$ cat src/rtl/clk_div_prog.sv
// Programmable integer clock divider with 50% duty for both even and odd ratios.
// The ratio can be reloaded at runtime; a new ratio only ever starts on a period boundary.
module clk_div_prog #(
  parameter int WIDTH       = 8,
  parameter int DEFAULT_DIV = 4
) (
  input  logic             clk,
  input  logic             rst,
  input  logic             en,
  input  logic [WIDTH-1:0] div_val,
  input  logic             div_ld,
  output logic             clk_out,
  output logic             tick,
  output logic [WIDTH-1:0] div_cur
);

  localparam logic [WIDTH-1:0] DIV_RST = WIDTH'(DEFAULT_DIV);
  localparam logic [WIDTH-1:0] DIV_MIN = WIDTH'(2);
  localparam logic [WIDTH-1:0] ONE     = WIDTH'(1);

  typedef enum logic {
    ST_IDLE = 1'b0,
    ST_RUN  = 1'b1
  } state_t;

  state_t           state_q, state_d;
  logic [WIDTH-1:0] cnt_q, cnt_d;
  logic [WIDTH-1:0] div_cur_q, div_cur_d;
  logic [WIDTH-1:0] pend_q, pend_d;
  logic             pend_vld_q, pend_vld_d;
  logic             pos_q, pos_d;
  logic             neg_q;
  logic             tick_q, tick_d;
  logic [WIDTH-1:0] ld_val;
  logic             boundary;
  logic             start;

  assign ld_val   = (div_val < DIV_MIN) ? DIV_MIN : div_val;
  assign boundary = (state_q == ST_RUN) && (cnt_q == (div_cur_q - ONE));
  // A period starts either from idle or back-to-back at a boundary; en is only looked at then.
  assign start    = en && ((state_q == ST_IDLE) || boundary);

  always_comb begin
    state_d    = state_q;
    cnt_d      = cnt_q;
    div_cur_d  = div_cur_q;
    pend_d     = pend_q;
    pend_vld_d = pend_vld_q;

    if (div_ld) begin
      pend_d     = ld_val;
      pend_vld_d = 1'b1;
    end

    case (state_q)
      ST_IDLE: begin
        if (en) begin
          state_d = ST_RUN;
          cnt_d   = '0;
        end
      end
      ST_RUN: begin
        if (boundary) begin
          cnt_d = '0;
          if (!en) begin
            state_d = ST_IDLE;
          end
        end else begin
          cnt_d = cnt_q + ONE;
        end
      end
      default: begin
        state_d = ST_IDLE;
        cnt_d   = '0;
      end
    endcase

    // A load in the start cycle itself is already folded into pend_d above.
    if (start && pend_vld_d) begin
      div_cur_d  = pend_d;
      pend_vld_d = 1'b0;
    end

    pos_d  = (state_d == ST_RUN) && (cnt_d < (div_cur_d >> 1));
    tick_d = (state_d == ST_RUN) && (cnt_d == '0);
  end

  always_ff @(posedge clk or posedge rst) begin
    if (rst) begin
      state_q    <= ST_IDLE;
      cnt_q      <= '0;
      div_cur_q  <= DIV_RST;
      pend_q     <= '0;
      pend_vld_q <= 1'b0;
      pos_q      <= 1'b0;
      tick_q     <= 1'b0;
    end else begin
      state_q    <= state_d;
      cnt_q      <= cnt_d;
      div_cur_q  <= div_cur_d;
      pend_q     <= pend_d;
      pend_vld_q <= pend_vld_d;
      pos_q      <= pos_d;
      tick_q     <= tick_d;
    end
  end

  // Odd ratios stretch the high phase by half a clk period via this falling-edge copy.
  always_ff @(negedge clk or posedge rst) begin
    if (rst) begin
      neg_q <= 1'b0;
    end else begin
      neg_q <= pos_q & div_cur_q[0];
    end
  end

  assign clk_out = pos_q | neg_q;
  assign tick    = tick_q;
  assign div_cur = div_cur_q;

endmodule

$ cat config.mk
export PLATFORM = sky130hd
export DESIGN_NAME = clk_div_prog
export DESIGN_NICKNAME = d
export VERILOG_FILES = /design/src/rtl/clk_div_prog.sv
export SDC_FILE = /design/constraint.sdc
export NUM_CORES = 1
export LEC_CHECK = 0
export CAP_MARGIN = 20
export CORE_MARGIN = 2
export CORE_UTILIZATION = 45
export DETAILED_ROUTE_END_ITERATION = 10
export GPL_TIMING_DRIVEN = 0
export PLACE_DENSITY = 0.77
export SLEW_MARGIN = 40
export SYNTH_ARGS = -nofsm -noshare
export SYNTH_HDL_FRONTEND = slang
export SYNTH_SLANG_ARGS = --single-unit
$ cat constraint.sdc
create_clock -name clk -period 3.8 [get_ports clk]
set_input_delay 0.57 -clock clk [delete_from_list [all_inputs] [get_ports clk]]
set_output_delay 0.57 -clock clk [all_outputs]
set_load 0.02 [all_outputs]
### Signal metal coverage by tile, run 1

Drawn at 6 px/um. 13 x 13 tiles, from white (low) to dark blue (high), scaled to the fullest tile. Values are wire area over tile area, all layers added.
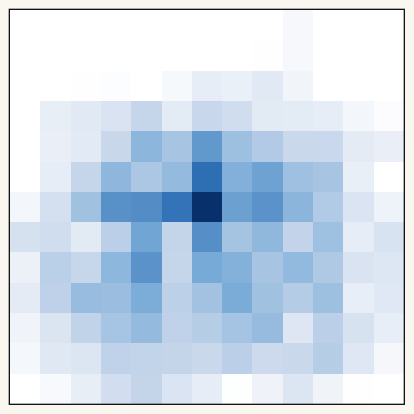
- nearly empty tiles: 24%
- mean over tiles: 0.13
- fullest tile: 0.65
sum of routed wire length over all layers: 3690 um
global routing usage summed across all routing layers: 19.0%
number of vias in the routed layout: 1,365

### Routed clock nets over the placement, run 1

Drawn at 6 px/um.
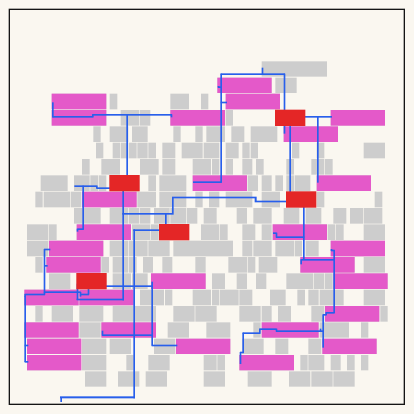
- blue: clock wires (length 378 um)
- magenta: flip-flops (count 29)
- red: clock drivers (count 5)
- routed clock nets: 6
Clk network pwr share: 17.7%
clock network power: 333 uW
Final Skew: 6.35 ps
clock latency on the worst-skew pair: 290 ps

==> results.yml, run 1 <==
# physical design summary
drt:
  wire_per_inst_um: 14.4
  drtIter0Drc: 87
  route.detailed.vias_per_inst: 5.33
yosys:
  netlist-cell-type-count: 41
  yosys.area_share.adder_pct: 5.87
  ys_async_sr_fraction_pct: 100
  ys.flop_type: "dfrtp_1"
  synth_top_cell_by_area: "dfrtp_1"
  enable_flop_cells: 0
  post_synth_and_or_nand_nor_area_fraction_pct: 16.5
  yosys_warnings: 0
  synth.comb.largest_family: "simple AND/OR/NAND/NOR gates"
  synth_stat.cells: 178
  synth.net_count: 198
  aoi_share_pct: 13.2
  yosys.stat.seqShare_pct: 42.6
  top_area_share_pct: 39.6
  synthTopCellsByArea: "dfrtp_1 (40%), ha_1 (5.9%), xor2_1 (4.6%), nor2_1 (4.4%), mux2i_1 (4.1%)"
  top_cells_by_count: "dfrtp_1 (27), nor2_1 (20), inv_1 (15), nand2_1 (12), xor2_1 (9)"
  syn-instance-count: 178
  most_common_cell: "dfrtp_1"
  mappedNetlistArea_um2: 1710
cells_and_area:
  finish.net_count: 227
  share_of_the_core_filled_with_cells_pct: 57.5
  sequential_cell_area_um2: 727
  flow.area_growth_from_synthesis_pct: 23.2
  fillCellCount: 330
  antenna_diode_count: 0
place:
  placed_cell_area_um2: 1980
  preCtsSetupSlack_ps: -19.4
die:
  die-area_um2: 4300
  floorplanUtilization_pct: 46.6
  design.core.area_um2: 3660
power_and_ir_drop:
  irDropWorstVdd_mv: 0.447
  internal_cell_power_uw: 1090
  p_sw_share_pct: 42.3
  dominant_power_group: "combinational cells"
  switching_power_uw: 796
  static-leakage-power_uw: 0.000908
  pwr.group.sequential_uw: 514
  sequential_power_share_pct: 27.3
run:
  max_cap_violations: 0
clock_network:
  ctsLongestPathBuffers: 2
  clock_sinks: 29
  tritoncts_clock_tree: "built"
  htree_num_levels: 2
  cts_inserted_buffers: 5
  cts-root-buf: "clkbuf_8"
final_timing:
  fin_ws_ps: 136
  final.setup.tns_ps: 0
  worst-slew-pin-transition_ps: 608
  final-hold-violation-count: 0
  finalWorstPathRequiredPeriod_ps: 3660
min_path:
  min_to: "pend_q[5]"
  worst_hold_path.num_cells: 1
  hold_path_startpoint: "pend_q[5]"
grt:
  first_pass_grt_wire_length_um: 6170
  grt_start_max_net_pins: 30
run_status:
  run_status: "finished clean"
worst_setup_path:
  crit_path_max_fanout: 1
  worst_r2r_startpoint: "div_cur[3]"
  worstPathArrival_ps: 3090
  r2r_setup_slack_ps: 150
### Zoomed window, run 1

Region (18, 5) to (48, 35) um. Cells in grey, sequential cells in the stronger grey; small squares are vias.
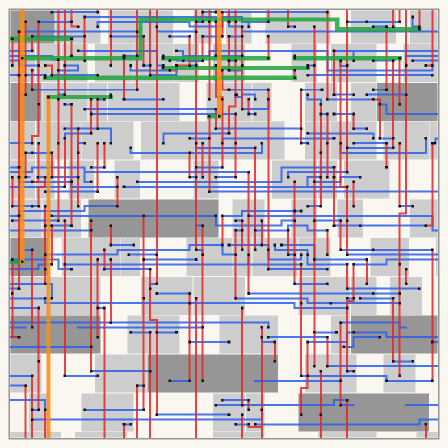
- red: metal 2
- green: metal 3
- orange: metal 4
- blue: metal 1
- sequential cells in the window: 5
- netlist names of flops here include: pend_q (3), div_cur (2)
- cells with their middle in the window: 73

### Gate-type map, run 1

Drawn at 8 px/um.
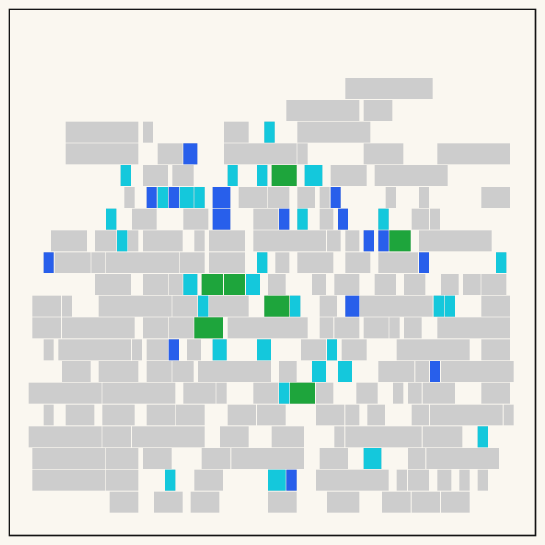
- blue: NAND gates (cells 16; most used nand2_1)
- green: AND-OR and OR-AND gates (cells 7; most used o21a_1; where middle)
- cyan: NOR gates (cells 30; most used nor2_1)
non-filler cells in the finished layout: 256
commonest non-fill, non-tap cell in the layout: dfrtp_1
multi-input combinational area share: 42.1%

## run 1: placed cells by master, fill, tap and decap left out, drive strengths merged, types with 3 or more instances in the layout
cell type,n
ha,8
nor3,7
clkbuf,12
mux2,6
xor2,9
mux2i,7
a21oi,4
o21ai,8
clkdlybuf4s50,20
nor2,20
xnor2,7
inv,15
o21a,3
buf,3
dfrtp,27
a31oi,5
nand2,12
and2,3
## run 1: registers in the layout, indices dropped and copies added (netlist names)
register / flops
div_cur: 8
state_q: 1
neg_q: 1
tick: 1
pend_vld_q: 1
pos_q: 1
pend_q: 8
cnt_q: 8
## run 1: worst max-delay path, cell delays in order (launching register included)
cell,delay (ps)
dfrtn_1,330
or2_2,260
dlygate4sd2_1,320
## run 1: worst max-delay path by stage
stage,depth (start not counted),slack [ps],start,endpoint
2_1_floorplan,14,310,div_cur[0],pos_q
3_3_place_gp,14,-4,div_cur[0],pos_q
3_5_place_dp,14,-20,div_cur[0],pos_q
4_1_cts,2,120,neg_q,clk_out
5_1_grt,13,40,div_cur[3],pos_q
6_report,2,140,neg_q,clk_out
## run 1: what timing repair did
| action | CTS | global route |
|---|---|---|
| setup buffers | 1 | 0 |
| endpoints found under the setup margin | 2 | 0 |
| resized | 1 | 0 |
| hold buffers | 0 | 0 |
| endpoints found under the hold margin | 0 | 0 |
## run 1: area by class of cell
cell class / count / area share [%]
Sequential cell: 29 / 34.6
Clock buffer: 6 / 3.93
Inverter: 15 / 2.68
Multi-Input combinational cell: 126 / 42.1
Tap cell: 48 / 2.86
Clock inverter: 2 / 1.78
Timing Repair Buffer: 22 / 10.3
Buffer: 8 / 1.84
## run 1: metal layers
layer	vias up	wire, um	GRT usage [%]
li1	673	-	-
met4	0	61	7.81
met1	659	1770	25.8
met5	-	0	0
met2	26	1730	29.8
met3	7	132	3.60
==> inputs of run 2 (changes only) <==
--- a/config.mk
+++ b/config.mk
@@ -5,6 +5,7 @@
 export SDC_FILE = /design/constraint.sdc
 export NUM_CORES = 1
 export LEC_CHECK = 0
+export ABC_AREA = 1
 export CAP_MARGIN = 20
 export CORE_MARGIN = 2
 export CORE_UTILIZATION = 45
### Routing congestion, run 2

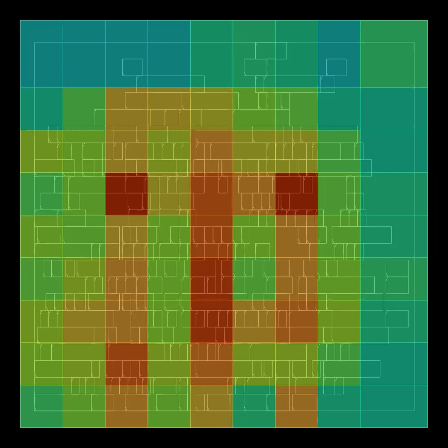
most used routing layer in global routing: met2
GR Layer Usage met3: 4.09%
share of the core filled with cells: 57.3%
grt met2 use: 32.3%

==> run 2 against run 1 <==
Setup slack better by 18 ps; area after synthesis up 1.8%; sequential power up 4.9%; highest routed layer unchanged; design area up 0.42%; clock-buffer cell count up 1; global-route usage up 1.4 points.
==> results.yml, run 2 <==
# physical design summary
worst_setup_path:
  crit_path_max_fanout: 1
  worstPathArrival_ps: 3080
  path_cells: "or2_2 > dlygate4sd2_1"
  slowest_stage: "dlygate4sd2_1"
clock_network:
  cts-root-buf: "clkbuf_8"
  insertion_delay_ps: 290
  clock_sinks: 29
yosys:
  most_common_cell: "nand2_1"
  synthTopCellsByArea: "dfrtp_1 (39%), nand2_1 (13%), inv_1 (8.2%), ha_1 (5.8%), nand3_1 (5.2%)"
  mappedNetlistArea_um2: 1740
  syn-instance-count: 230
  synth_top_cell_by_area: "dfrtp_1"
  top_area_share_pct: 38.9
  yosys.stat.seqShare_pct: 41.9
  yosys_warnings: 0
min_path:
  worst_hold_path.num_cells: 2
  min_to: "pend_q[4]"
grt:
  first_pass_grt_wire_length_um: 6660
  grt_util_all_layers_pct: 20.4
drt:
  drt_wl_total_um: 3700
  number_of_vias_in_the_routed_layout: 1473
  topRoutingLayerUsed: "met4"
  dr_wl_met3_um: 94
  met1_length_um: 1790
  met2RoutedLength_um: 1730
cells_and_area:
  flow.area_growth_from_synthesis_pct: 21.6
  antenna_diode_count: 0
  fillCellCount: 348
  finish.net_count: 277
  lay_top_count: "nand2_1"
  sequential_cell_area_um2: 727
die:
  die-area_um2: 4370
  design.core.area_um2: 3690
power_and_ir_drop:
  irDropWorstVdd_mv: 0.352
final_timing:
  worst-slew-pin-transition_ps: 583
  final-hold-violation-count: 0
run:
  max_cap_violations: 0
run_status:
  run_status: "finished clean"
run 2: cell types whose count changed after synthesis, moves of 5 or more:
cell	change
mux2_2	-6
nand2_2	+5
xnor2_1	-5
clkbuf_1	-5
o22ai_1	+6
inv_1	+23
nand3_1	+16
a31oi_1	-5
mux2i_1	-7
nand2_1	+47
run 2: metrics by stage:
stage	hold WS, ps	utilization (%)	instance area [um^2]	setup WS (ps)
2_1_floorplan	433	-	1740	709
3_5_place_dp	456	54.1	2000	236
5_1_grt	495	57.3	2110	97.4
6_report	473	57.3	2110	155
3_3_place_gp	453	54.1	2000	105
4_1_cts	470	57.3	2110	144
run 2: kinds of logic after synthesis:
| logic type | Yosys count | share of synthesized area (%) |
|---|---|---|
| DFF | 29 | 41.9 |
| AOI/OAI and AO/OA | 21 | 7.13 |
| buffers and inverters | 43 | 9.80 |
| and+or+nand+nor | 120 | 30.9 |
| xor gates and xnor gates | 9 | 4.54 |
| adders and majority gates | 8 | 5.76 |
run 2: cell type report:
cell class	count	area share (%)
clock inverter	1	1.42
clock buffer	7	4.09
timing repair buffer	20	9.42
sequential	29	34.4
tap	48	2.84
inverter	40	7.11
buffer	3	0.948
multi-input combinational	158	39.8
run 2: metal layers:
layer	vias up	track usage, %
li1	775	-
met1	669	27.0
met2	21	32.3
met3	8	4.09
met4	0	9.18
met5	-	0
run 2: how the worst max path moves through the flow:
stage                      from  endpoint  depth (start not counted)
after floorplan           neg_q   clk_out                          1
after global placement      rst     neg_q                          2
after detailed placement  neg_q   clk_out                          2
after CTS                 neg_q   clk_out                          2
after global routing      neg_q   clk_out                          2
final                     neg_q   clk_out                          2
run 2: power by group:
part           internal [uW]  leakage [uW]  switching, uW
logic                    352      0.000673            499
registers                418      0.000332            122
clock network            213     0.0000585            114
Power figures rest on the tool's default switching activity, not on a simulated workload.
